**src/rtl/vga_timing_pkg.sv**
```systemverilog
`default_nettype none
// ============================================================================
// Package  : vga_timing_pkg
// Purpose  : 640x480@60 timing constants, pixel-byte field indices and FSM
//            state type shared by the vga_pixel_sink block.
// Revision : 1.0 - initial release
// ============================================================================
package vga_timing_pkg;

    localparam logic [9:0] H_ACTIVE_END = 10'd639;
    localparam logic [9:0] HS_STA       = 10'd655;
    localparam logic [9:0] HS_END       = 10'd751;
    localparam logic [9:0] LINE         = 10'd799;
    localparam logic [9:0] V_ACTIVE_END = 10'd479;
    localparam logic [9:0] VS_STA       = 10'd489;
    localparam logic [9:0] VS_END       = 10'd491;
    localparam logic [9:0] SCREEN       = 10'd524;

    localparam int R_HI   = 7;
    localparam int R_LO   = 6;
    localparam int G_HI   = 5;
    localparam int G_LO   = 4;
    localparam int B_HI   = 3;
    localparam int B_LO   = 2;
    localparam int CTL_HI = 1;
    localparam int CTL_LO = 0;

    typedef enum logic [0:0] {
        ST_PREFILL = 1'b0,
        ST_RUN     = 1'b1
    } state_t;

endpackage
`default_nettype wire

```
**src/rtl/vga_pixel_sink_if.sv**
```systemverilog
`default_nettype none
// ============================================================================
// Interface : vga_pixel_sink_if
// Purpose   : PPU output handshake (stb/ack) carrying RGB222+ctl pixel bytes.
// Revision  : 1.0 - initial release
// ============================================================================
interface vga_pixel_sink_if;

    logic [7:0] data_i;
    logic       stb_i;
    logic       ack_i;

    modport master (
        output data_i,
        output stb_i,
        input  ack_i
    );

    modport slave (
        input  data_i,
        input  stb_i,
        output ack_i
    );

endinterface
`default_nettype wire

```
**src/rtl/sync_fifo.sv**
```systemverilog
`default_nettype none
// ============================================================================
// Module   : sync_fifo
// Purpose  : Single-clock byte FIFO with occupancy level; head is read
//            combinationally so the consumer can register it on the pop cycle.
// Revision : 1.0 - initial release
// ============================================================================
module sync_fifo #(
    parameter int DEPTH  = 16,
    parameter int ADDR_W = 4
) (
    input  logic              clk,
    input  logic              rst,
    input  logic              push,
    input  logic              pop,
    input  logic [7:0]        din,
    output logic [7:0]        dout,
    output logic              full,
    output logic              empty,
    output logic [ADDR_W:0]   level
);

    logic [7:0]        r_mem [DEPTH];
    logic [ADDR_W-1:0] r_wr_ptr;
    logic [ADDR_W-1:0] r_rd_ptr;
    logic [ADDR_W:0]   r_level;
    logic              w_do_push;
    logic              w_do_pop;

    assign full      = (r_level == (ADDR_W+1)'(DEPTH));
    assign empty     = (r_level == '0);
    assign level     = r_level;
    assign dout      = r_mem[r_rd_ptr];
    assign w_do_push = push && !full;
    assign w_do_pop  = pop && !empty;

    always_ff @(posedge clk) begin
        if (!rst) begin
            r_wr_ptr <= '0;
            r_rd_ptr <= '0;
            r_level  <= '0;
        end else begin
            if (w_do_push) r_wr_ptr <= r_wr_ptr + ADDR_W'(1);
            if (w_do_pop)  r_rd_ptr <= r_rd_ptr + ADDR_W'(1);
            case ({w_do_push, w_do_pop})
                2'b10:   r_level <= r_level + (ADDR_W+1)'(1);
                2'b01:   r_level <= r_level - (ADDR_W+1)'(1);
                default: r_level <= r_level;
            endcase
        end
    end

    always_ff @(posedge clk) begin
        if (w_do_push) r_mem[r_wr_ptr] <= din;
    end

endmodule
`default_nettype wire

```
**src/rtl/vga_pixel_sink.sv**
```systemverilog
`default_nettype none
// ============================================================================
// Module   : vga_pixel_sink
// Purpose  : Accepts PPU pixel bytes, buffers them and drains one byte per
//            active pixel of a 640x480@60 raster; emits frame_start as PPU sync.
//            Define VGA_PIXEL_SINK_STATS_EN to add the underflow_cnt port.
// Revision : 1.0 - initial release
// ============================================================================
module vga_pixel_sink
    import vga_timing_pkg::*;
#(
    parameter int DEPTH   = 16,
    parameter int ADDR_W  = 4,
    parameter int PREFILL = 8
) (
    input  logic                clk,
    input  logic                rst,
    vga_pixel_sink_if.slave     bus,
    output logic                frame_start,
    output logic [1:0]          vga_r,
    output logic [1:0]          vga_g,
    output logic [1:0]          vga_b,
    output logic                hsync,
    output logic                vsync,
    output logic                de,
    output logic [9:0]          sx,
    output logic [9:0]          sy
`ifdef VGA_PIXEL_SINK_STATS_EN
    ,
    output logic [15:0]         underflow_cnt
`endif
);

    state_t          r_state;
    state_t          w_state_next;
    logic            w_run;
    logic            r_ack;
    logic            w_push;
    logic            w_pop;
    logic            w_full;
    logic            w_empty;
    logic [ADDR_W:0] w_level;
    logic [7:0]      w_dout;
    logic            w_active;
    logic [9:0]      r_sx;
    logic [9:0]      r_sy;
    logic            r_frame_start;
    logic [1:0]      r_r;
    logic [1:0]      r_g;
    logic [1:0]      r_b;
    logic            r_hsync;
    logic            r_vsync;
    logic            r_de;
    logic            w_unused_ctl;

    // The registered ack masks the strobe so a held byte is taken only once.
    assign w_push     = bus.stb_i && !r_ack && !w_full;
    assign bus.ack_i  = r_ack;
    assign w_active   = (r_sx <= H_ACTIVE_END) && (r_sy <= V_ACTIVE_END);
    assign w_pop      = w_run && w_active && !w_empty;
    assign w_unused_ctl = ^w_dout[CTL_HI:CTL_LO];

    sync_fifo #(
        .DEPTH  (DEPTH),
        .ADDR_W (ADDR_W)
    ) u_fifo (
        .clk   (clk),
        .rst   (rst),
        .push  (w_push),
        .pop   (w_pop),
        .din   (bus.data_i),
        .dout  (w_dout),
        .full  (w_full),
        .empty (w_empty),
        .level (w_level)
    );

    always_ff @(posedge clk) begin
        if (!rst) r_state <= ST_PREFILL;
        else      r_state <= w_state_next;
    end

    always_comb begin
        w_state_next = r_state;
        w_run        = 1'b0;
        case (r_state)
            ST_PREFILL: begin
                if (w_level >= (ADDR_W+1)'(PREFILL)) w_state_next = ST_RUN;
            end
            ST_RUN: begin
                w_run = 1'b1;
            end
            default: w_state_next = ST_PREFILL;
        endcase
    end

    always_ff @(posedge clk) begin
        if (!rst) r_ack <= 1'b0;
        else      r_ack <= w_push;
    end

    always_ff @(posedge clk) begin
        if (!rst) begin
            r_sx <= '0;
            r_sy <= '0;
        end else if (w_run) begin
            if (r_sx == LINE) begin
                r_sx <= '0;
                r_sy <= (r_sy == SCREEN) ? 10'd0 : r_sy + 10'd1;
            end else begin
                r_sx <= r_sx + 10'd1;
            end
        end
    end

    // frame_start is computed one pixel early so it coincides with sx==799,sy==524.
    always_ff @(posedge clk) begin
        if (!rst) begin
            r_frame_start <= 1'b0;
            r_r           <= 2'b00;
            r_g           <= 2'b00;
            r_b           <= 2'b00;
            r_hsync       <= 1'b1;
            r_vsync       <= 1'b1;
            r_de          <= 1'b0;
        end else if (w_run) begin
            r_frame_start <= (r_sx == LINE - 10'd1) && (r_sy == SCREEN);
            r_r           <= w_pop ? w_dout[R_HI:R_LO] : 2'b00;
            r_g           <= w_pop ? w_dout[G_HI:G_LO] : 2'b00;
            r_b           <= w_pop ? w_dout[B_HI:B_LO] : 2'b00;
            r_hsync       <= !((r_sx >= HS_STA) && (r_sx < HS_END));
            r_vsync       <= !((r_sy >= VS_STA) && (r_sy < VS_END));
            r_de          <= w_active;
        end
    end

`ifdef VGA_PIXEL_SINK_STATS_EN
    logic        w_underflow;
    logic [15:0] r_underflow_cnt;

    assign w_underflow   = w_run && w_active && w_empty;
    assign underflow_cnt = r_underflow_cnt;

    always_ff @(posedge clk) begin
        if (!rst)
            r_underflow_cnt <= '0;
        else if (w_underflow && (r_underflow_cnt != 16'hFFFF))
            r_underflow_cnt <= r_underflow_cnt + 16'd1;
    end
`endif

    assign frame_start = r_frame_start;
    assign vga_r       = r_r;
    assign vga_g       = r_g;
    assign vga_b       = r_b;
    assign hsync       = r_hsync;
    assign vsync       = r_vsync;
    assign de          = r_de;
    assign sx          = r_sx;
    assign sy          = r_sy;

endmodule
`default_nettype wire
```
**src/flat_wrapper.sv**
```systemverilog
// flat-port wrapper written by rule: the top's interface ports become plain ports
module vga_pixel_sink_flat import vga_timing_pkg::*;
#(
    parameter int DEPTH   = 16,
    parameter int ADDR_W  = 4,
    parameter int PREFILL = 8
)
  (clk, rst, frame_start, vga_r, vga_g, vga_b, hsync, vsync, de, sx, sy, bus_data_i, bus_stb_i, bus_ack_i);
  vga_pixel_sink_if bus_i ();
  input  logic clk;
  input  logic rst;
  output logic frame_start;
  output logic [1:0] vga_r;
  output logic [1:0] vga_g;
  output logic [1:0] vga_b;
  output logic hsync;
  output logic vsync;
  output logic de;
  output logic [9:0] sx;
  output logic [9:0] sy;
  input wire logic [$bits(bus_i.data_i)-1:0] bus_data_i;
  input wire logic [$bits(bus_i.stb_i)-1:0] bus_stb_i;
  output wire logic [$bits(bus_i.ack_i)-1:0] bus_ack_i;
  assign bus_i.data_i = bus_data_i;
  assign bus_i.stb_i = bus_stb_i;
  assign bus_ack_i = bus_i.ack_i;
  vga_pixel_sink #(.DEPTH(DEPTH), .ADDR_W(ADDR_W), .PREFILL(PREFILL)) u_core (.clk(clk), .rst(rst), .bus(bus_i), .frame_start(frame_start), .vga_r(vga_r), .vga_g(vga_g), .vga_b(vga_b), .hsync(hsync), .vsync(vsync), .de(de), .sx(sx), .sy(sy));
endmodule
```
**config.mk**
```make
export PLATFORM = sky130hd
export DESIGN_NAME = vga_pixel_sink_flat
export DESIGN_NICKNAME = d
export VERILOG_FILES = /design/src/rtl/vga_timing_pkg.sv /design/src/rtl/vga_pixel_sink_if.sv /design/src/rtl/sync_fifo.sv /design/src/rtl/vga_pixel_sink.sv /design/src/flat_wrapper.sv
export SDC_FILE = /design/constraint.sdc
export NUM_CORES = 1
export LEC_CHECK = 0
export ABC_AREA = 1
export CAP_MARGIN = 20
export CORE_UTILIZATION = 30
export CTS_CLUSTER_DIAMETER = 120
export CTS_CLUSTER_SIZE = 8
export DETAILED_ROUTE_END_ITERATION = 12
export PLACE_DENSITY_LB_ADDON = 0.3
export SETUP_SLACK_MARGIN = 0.02
export SYNTH_ARGS = -nofsm -noshare
export SYNTH_HDL_FRONTEND = slang
export SYNTH_HIERARCHICAL = 1
export SYNTH_SLANG_ARGS = --single-unit
```
**constraint.sdc**
```tcl
create_clock -name clk -period 4.1 [get_ports clk]
set_clock_uncertainty 0.2 [all_clocks]
set_input_delay 0.82 -clock clk [delete_from_list [all_inputs] [get_ports clk]]
set_output_delay 0.82 -clock clk [all_outputs]
set_load 0.1 [all_outputs]
```
==> out/summary.rpt <==
========================================================================================
Area of all placed cells without fillers                                        7662 um2
Worst setup timing slack at the placement stage                                 898.9 ps
Total of endpoints with negative setup slack in the final report                       0
Portion of the clock cycle consumed by the worst path in the final layout         0.7594
Warnings from Yosys                                                                    6
Critical Path Stages                                                                   1
Post-layout min period                                                           3114 ps
Row Count                                                                             53
Max Buffers Root-to-Sink                                                               2
Hold-critical path depth                                                               1
Final std cells w/o fill                                                             941
Area occupied by multi-input gates                                              2161 um2
Number of diodes added for antenna fixing                                              0
TritonRoute pass-1 iters                                                               6
Final layout net count                                                               677
Biggest cell delay along the critical path                                       1200 ps
Combinational logic power                                                        1.28 mW
Routed length per placed instance                                               14.70 um
Wire length on met1                                                              6281 um
Die x size                                                                      148.5 um
Worst relative slew slack                                                         0.3403
Largest vdd supply drop                                                      0.0002560 V
Actual slew at the worst max-slew pin                                           986.5 ps
Critical path peak fanout                                                              7
Average size of a mapped cell                                                  10.41 um2
Cells along the critical path                                               clkdlybuf4s50_1
Group drawing the most power                                                sequential cells
Worst Setup SP                                                              u_core/sy[0]
Arrival time reported for the critical path endpoint                             2090 ps
Reported clock group power                                                       1.52 mW
Post-DP HPWL                                                                     9386 um
Run status                                                                  finished, final reports clean
P_int                                                                           2.976 mW
Drt total wl                                                                   13,830 um
Sequential group share of total power                                              0.391
Number of cells produced by synthesis                                                618
Antenna violations before repair                                                       0
WL met3                                                                           505 um
H-Tree Depth                                                                           4
Layout cell share with drive strength beyond 1                                   0.09159
Total vias in the final route                                                      4,324
Via-per-instance ratio                                                             4.595
FP Core Util                                                                      0.3061
Leakage power figure                                                            2.696 nW
Logic pwr share                                                                    0.278
Fmax                                                                           321.2 MHz
Sum of overflow across all layers after global routing                                 0
Sequential cell area                                                            3865 um2
Highest Signal Layer                                                                met4
========================================================================================
[layout make-up]
| class | instances | share of cell area |
|---|---|---|
| Tap cell | 275 | 0.04491 |
| Clock inverter | 13 | 0.02008 |
| Clock buffer | 19 | 0.05650 |
| Sequential cell | 145 | 0.5044 |
| Timing Repair Buffer | 42 | 0.05552 |
| Multi-Input combinational cell | 374 | 0.2820 |
| Inverter | 73 | 0.03658 |
[registers in the layout, summed over array words and instances, names as in the netlist, named ones only]
signal	count
u_core/vsync	1
u_core/frame_start	1
u_core/vga_r	2
u_core/de	1
u_core/r_state	1
u_core/u_fifo/level	5
u_core/u_fifo/r_mem	96
u_core/sy	10
u_core/bus.ack_i	1
u_core/sx	10
u_core/vga_g	2
u_core/u_fifo/r_rd_ptr	4
u_core/hsync	1
u_core/u_fifo/r_wr_ptr	4
u_core/vga_b	2
[routing by layer]
metal	vias to the layer above	global-route usage
li1	2190	-
met1	2026	0.1704
met2	90	0.2203
met4	0	0.05412
met3	18	0.03129
met5	-	0
[layout by cell type (no fill, tap or decap), types with 13 or more instances in the layout]
master	n
sky130_fd_sc_hd__clkdlybuf4s50_1	39
sky130_fd_sc_hd__nor2_1	67
sky130_fd_sc_hd__edfxtp_1	96
sky130_fd_sc_hd__mux2i_1	24
sky130_fd_sc_hd__ha_1	13
sky130_fd_sc_hd__dfxtp_1	48
sky130_fd_sc_hd__o21ai_0	31
sky130_fd_sc_hd__o211ai_1	24
sky130_fd_sc_hd__nand2_1	68
sky130_fd_sc_hd__nand3_1	27
sky130_fd_sc_hd__a21oi_1	50
sky130_fd_sc_hd__inv_1	66
sky130_fd_sc_hd__clkbuf_16	17
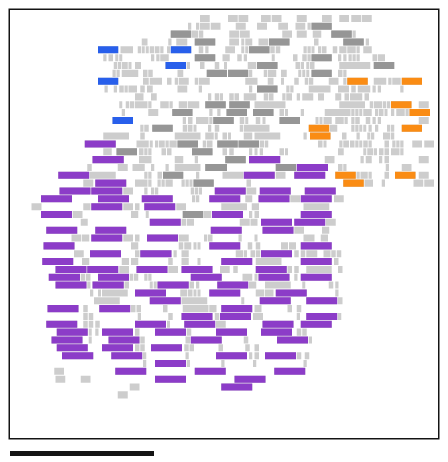
ff_map.png
The bar under the picture is 50 um long. Other sequential cells in the stronger grey, the rest of the logic in the fainter grey.
- orange: u_core/sy (placed flops 10; where upper right)
- blue: u_core/u_fifo/level (placed flops 5; where upper left)
- purple: u_core/u_fifo/r_mem (placed flops 96)

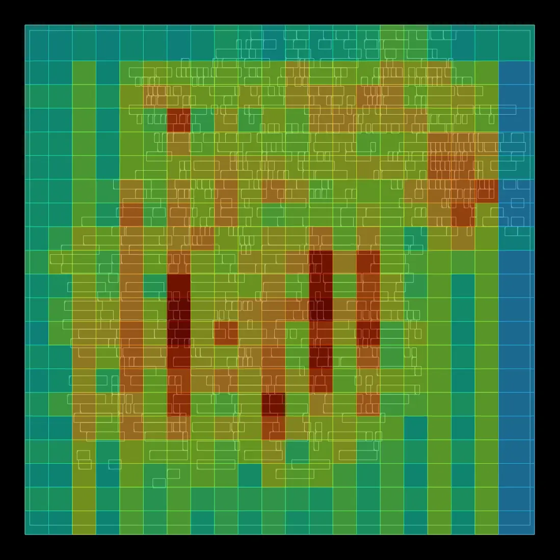
congestion_map.png
met3 global-route usage: 0.03129
met2 track demand over resource: 0.2203
global-route total usage across every layer: 0.1345
GRT busiest layer: met2
met1 Track Usage GR: 0.1704

Power figures rest on the tool's default switching activity, not on a simulated workload.
